### src/rtl/one_wire_rom_reader.sv
// 1-Wire bus master front end: reset/presence, Read ROM (0x33), 64 timed read
// slots, then a gap-free 64-cycle replay of the ROM ID for the CRC-8 stage.
module one_wire_rom_reader #(
    parameter int CLKS_PER_US = 50,
    parameter int T_RSTL_US   = 480,
    parameter int T_PDS_US    = 70,
    parameter int T_RSTH_US   = 480,
    parameter int T_SLOT_US   = 65,
    parameter int T_LOW1_US   = 6,
    parameter int T_LOW0_US   = 60,
    parameter int T_RDS_US    = 15
) (
    input  logic        clk,
    input  logic        rst,
    input  logic        start,
    input  logic        ow_in,
    output logic        ow_drive_low,
    output logic        busy,
    output logic        done,
    output logic        presence_err,
    output logic [63:0] rom_id,
    output logic        crc_start,
    output logic        crc_bit,
    output logic [2:0]  dbg_state
);

    localparam int N_RSTL = T_RSTL_US * CLKS_PER_US;
    localparam int N_RSTH = T_RSTH_US * CLKS_PER_US;
    localparam int N_SLOT = T_SLOT_US * CLKS_PER_US;
    localparam int N_MAX0 = (N_RSTL > N_RSTH) ? N_RSTL : N_RSTH;
    localparam int N_MAX  = (N_MAX0 > N_SLOT) ? N_MAX0 : N_SLOT;
    localparam int TW     = $clog2(N_MAX + 1);

    localparam logic [TW-1:0] L_RSTL     = TW'(N_RSTL);
    localparam logic [TW-1:0] L_RSTH     = TW'(N_RSTH);
    localparam logic [TW-1:0] L_SLOT     = TW'(N_SLOT);
    localparam logic [TW-1:0] L_ONE      = TW'(1);
    // The timer counts down from the phase length, so "cycle N of the phase"
    // corresponds to timer == length - N + 1 and "elapsed E" to length - E.
    localparam logic [TW-1:0] L_PDS_AT   = TW'(N_RSTH - T_PDS_US * CLKS_PER_US + 1);
    localparam logic [TW-1:0] L_RDS_AT   = TW'(N_SLOT - T_RDS_US * CLKS_PER_US);
    localparam logic [TW-1:0] L_LOW1_END = TW'(N_SLOT - T_LOW1_US * CLKS_PER_US);
    localparam logic [TW-1:0] L_LOW0_END = TW'(N_SLOT - T_LOW0_US * CLKS_PER_US);
    localparam logic [7:0]    READ_ROM   = 8'h33;

    typedef enum logic [2:0] {
        IDLE, RST_LOW, RST_HIGH, WR_SLOT, RD_SLOT, STREAM, FINISH
    } state_t;

    state_t         state_q, state_d;
    logic [TW-1:0]  timer_q, timer_d;
    logic [5:0]     idx_q, idx_d;
    logic           presence_q, presence_d;
    logic           perr_q, perr_d;
    logic [63:0]    rom_q, rom_d;
    logic           drive_q, drive_d;
    logic [1:0]     sync_q;

    always_ff @(posedge clk or posedge rst) begin
        if (rst) begin
            state_q    <= IDLE;
            timer_q    <= '0;
            idx_q      <= '0;
            presence_q <= 1'b0;
            perr_q     <= 1'b0;
            rom_q      <= '0;
            drive_q    <= 1'b0;
            sync_q     <= 2'b11;
        end else begin
            state_q    <= state_d;
            timer_q    <= timer_d;
            idx_q      <= idx_d;
            presence_q <= presence_d;
            perr_q     <= perr_d;
            rom_q      <= rom_d;
            drive_q    <= drive_d;
            sync_q     <= {sync_q[0], ow_in};
        end
    end

    always_comb begin
        state_d    = state_q;
        timer_d    = '0;
        idx_d      = idx_q;
        presence_d = presence_q;
        perr_d     = perr_q;
        rom_d      = rom_q;
        drive_d    = 1'b0;
        case (state_q)
            IDLE: begin
                if (start) begin
                    state_d    = RST_LOW;
                    timer_d    = L_RSTL;
                    perr_d     = 1'b0;
                    presence_d = 1'b0;
                end
            end
            RST_LOW: begin
                timer_d = timer_q - L_ONE;
                if (timer_q == L_ONE) begin
                    state_d = RST_HIGH;
                    timer_d = L_RSTH;
                end
            end
            RST_HIGH: begin
                timer_d = timer_q - L_ONE;
                if (timer_q == L_PDS_AT) presence_d = ~sync_q[1];
                if (timer_q == L_ONE) begin
                    if (presence_q) begin
                        state_d = WR_SLOT;
                        timer_d = L_SLOT;
                        idx_d   = '0;
                    end else begin
                        state_d = FINISH;
                        perr_d  = 1'b1;
                    end
                end
            end
            WR_SLOT: begin
                timer_d = timer_q - L_ONE;
                if (timer_q == L_ONE) begin
                    timer_d = L_SLOT;
                    if (idx_q == 6'd7) begin
                        state_d = RD_SLOT;
                        idx_d   = '0;
                    end else begin
                        idx_d = idx_q + 6'd1;
                    end
                end
            end
            RD_SLOT: begin
                timer_d = timer_q - L_ONE;
                if (timer_q == L_RDS_AT) rom_d[idx_q] = sync_q[1];
                if (timer_q == L_ONE) begin
                    timer_d = L_SLOT;
                    if (idx_q == 6'd63) begin
                        state_d = STREAM;
                        timer_d = '0;
                        idx_d   = '0;
                    end else begin
                        idx_d = idx_q + 6'd1;
                    end
                end
            end
            STREAM: begin
                if (idx_q == 6'd63) begin
                    state_d = FINISH;
                    idx_d   = '0;
                end else begin
                    idx_d = idx_q + 6'd1;
                end
            end
            FINISH:  state_d = IDLE;
            default: state_d = IDLE;
        endcase

        // Bus drive is derived from the next state so the register lines up
        // with the phase it belongs to.
        case (state_d)
            RST_LOW: drive_d = 1'b1;
            WR_SLOT: drive_d = timer_d > (READ_ROM[idx_d[2:0]] ? L_LOW1_END : L_LOW0_END);
            RD_SLOT: drive_d = timer_d > L_LOW1_END;
            default: drive_d = 1'b0;
        endcase
    end

    assign ow_drive_low = drive_q;
    assign busy         = (state_q != IDLE) && (state_q != FINISH);
    assign done         = (state_q == FINISH);
    assign presence_err = perr_q;
    assign rom_id       = rom_q;
    assign crc_start    = (state_q == STREAM) && (idx_q == 6'd0);
    assign crc_bit      = (state_q == STREAM) ? rom_q[idx_q] : 1'b0;
    assign dbg_state    = state_q;

endmodule

### config.mk
export PLATFORM = sky130hd
export DESIGN_NAME = one_wire_rom_reader
export DESIGN_NICKNAME = d
export VERILOG_FILES = /design/src/rtl/one_wire_rom_reader.sv
export SDC_FILE = /design/constraint.sdc
export NUM_CORES = 1
export LEC_CHECK = 0
export CAP_MARGIN = 15
export CORE_ASPECT_RATIO = 1.4
export CORE_MARGIN = 2
export CORE_UTILIZATION = 30
export CTS_CLUSTER_SIZE = 40
export DETAILED_ROUTE_END_ITERATION = 10
export GPL_ROUTABILITY_DRIVEN = 0
export PLACE_DENSITY = 0.52
export SETUP_SLACK_MARGIN = 0.05
export SKIP_LAST_GASP = 1
export SYNTH_ARGS = -nofsm -noshare
export SYNTH_HDL_FRONTEND = slang
export SYNTH_SLANG_ARGS = --single-unit
### constraint.sdc
create_clock -name clk -period 5.7 [get_ports clk]
set_clock_uncertainty 0.2 [all_clocks]
set_input_delay 0.57 -clock clk [delete_from_list [all_inputs] [get_ports clk]]
set_output_delay 0.57 -clock clk [all_outputs]
set_load 0.05 [all_outputs]
Figure 1. Placement by cell class.
The bar under the picture is 20 microns long.
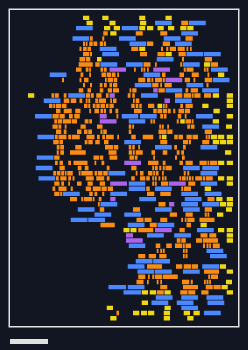
- yellow: remaining buffers and delay cells (cells 80)
- purple: clock drivers and dummy loads (cells 16)
- orange: combinational and other logic (cells 432)
- blue: sequential cells (cells 93)

==> run notes <==
fresh numbers from the pnr run: GR Layer Usage met3 2.92%, post-route minimum period 4.59 ns, compound-gate portion of the synthesized area roughly 11%, post-route cell area between 0.006 and 0.007 sq mm, Non-CTS buffers 80, Clock transition at path regs 0.07 ns, ys cells 554, cell type with the largest total area dfrtp_1, FF-to-FF End ow_drive_low$_DFF_PP0_, Max Cap Viol 0, worst reg2reg path depth 15, RSZ-0062 raised after global routing no, Slew HR 30.6%, placed standard-cell area 0.00660 sq mm, Hold Crit Class reg2reg, dpl cells 849, setup slack, reg-to-reg ~1.1 ns, cell family with most CP delay simple AND/OR/NAND/NOR gates, Worst-Skew Late Latency roughly 0.35 ns, top post-synthesis cells by count 91 x dfrtp_1, 68 x nand2_1, 64 x mux2_1, Comb area 0.00314 sq mm, number of routed nets with antenna violations 0, fillcell total approximately 1900, # H-tree levels 3, sequential share of cell area 33.8%, CTS Root Buffer Type clkbuf_16, YS chip area ~0.0056 sq mm, outcome complete, no violations, Slowest-stage cell, CP dfrtp_1, yosys xor share 2.18%, P_leak 0.00289 uW, crit path to ow_drive_low$_DFF_PP0_, Hold Buf Count CTS 0, Gate Count Post-Synth 554, EDFF count, synth 0, Design Power 1290 uW
Figure 2. M2 wires.
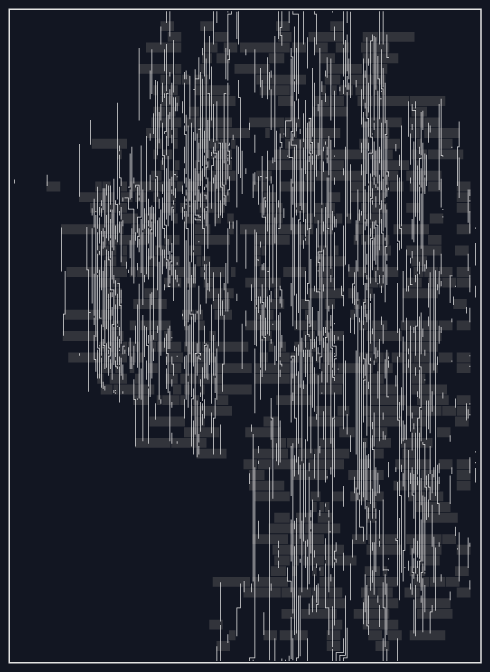
- share of all routed wire: 53%
- nets with wire on the layer: 577
- main direction: vertical
Routed WL: 16700 microns
via count: 4666
met2 usage: 31.1%

==> cell usage in the layout (no fill, tap or decap), drive strengths merged, types with 5 or more instances in the layout <==
| cell | instances |
|---|---|
| ha | 12 |
| xor2 | 8 |
| xnor2 | 6 |
| and2 | 7 |
| a221oi | 6 |
| nor4 | 8 |
| dfrtp | 91 |
| nand3b | 6 |
| o31ai | 9 |
| nand2b | 5 |
| inv | 11 |
| o21ai | 26 |
| mux2i | 9 |
| nor3 | 13 |
| nor2 | 55 |
| nor3b | 7 |
| nand3 | 12 |
| nand2 | 68 |
| a21oi | 21 |
| clkdlybuf4s50 | 76 |
| a21o | 5 |
| clkbuf | 9 |
| a31oi | 5 |
| mux2 | 69 |
| and3 | 7 |
| mux4 | 7 |
Power and IR drop assume default switching activity.
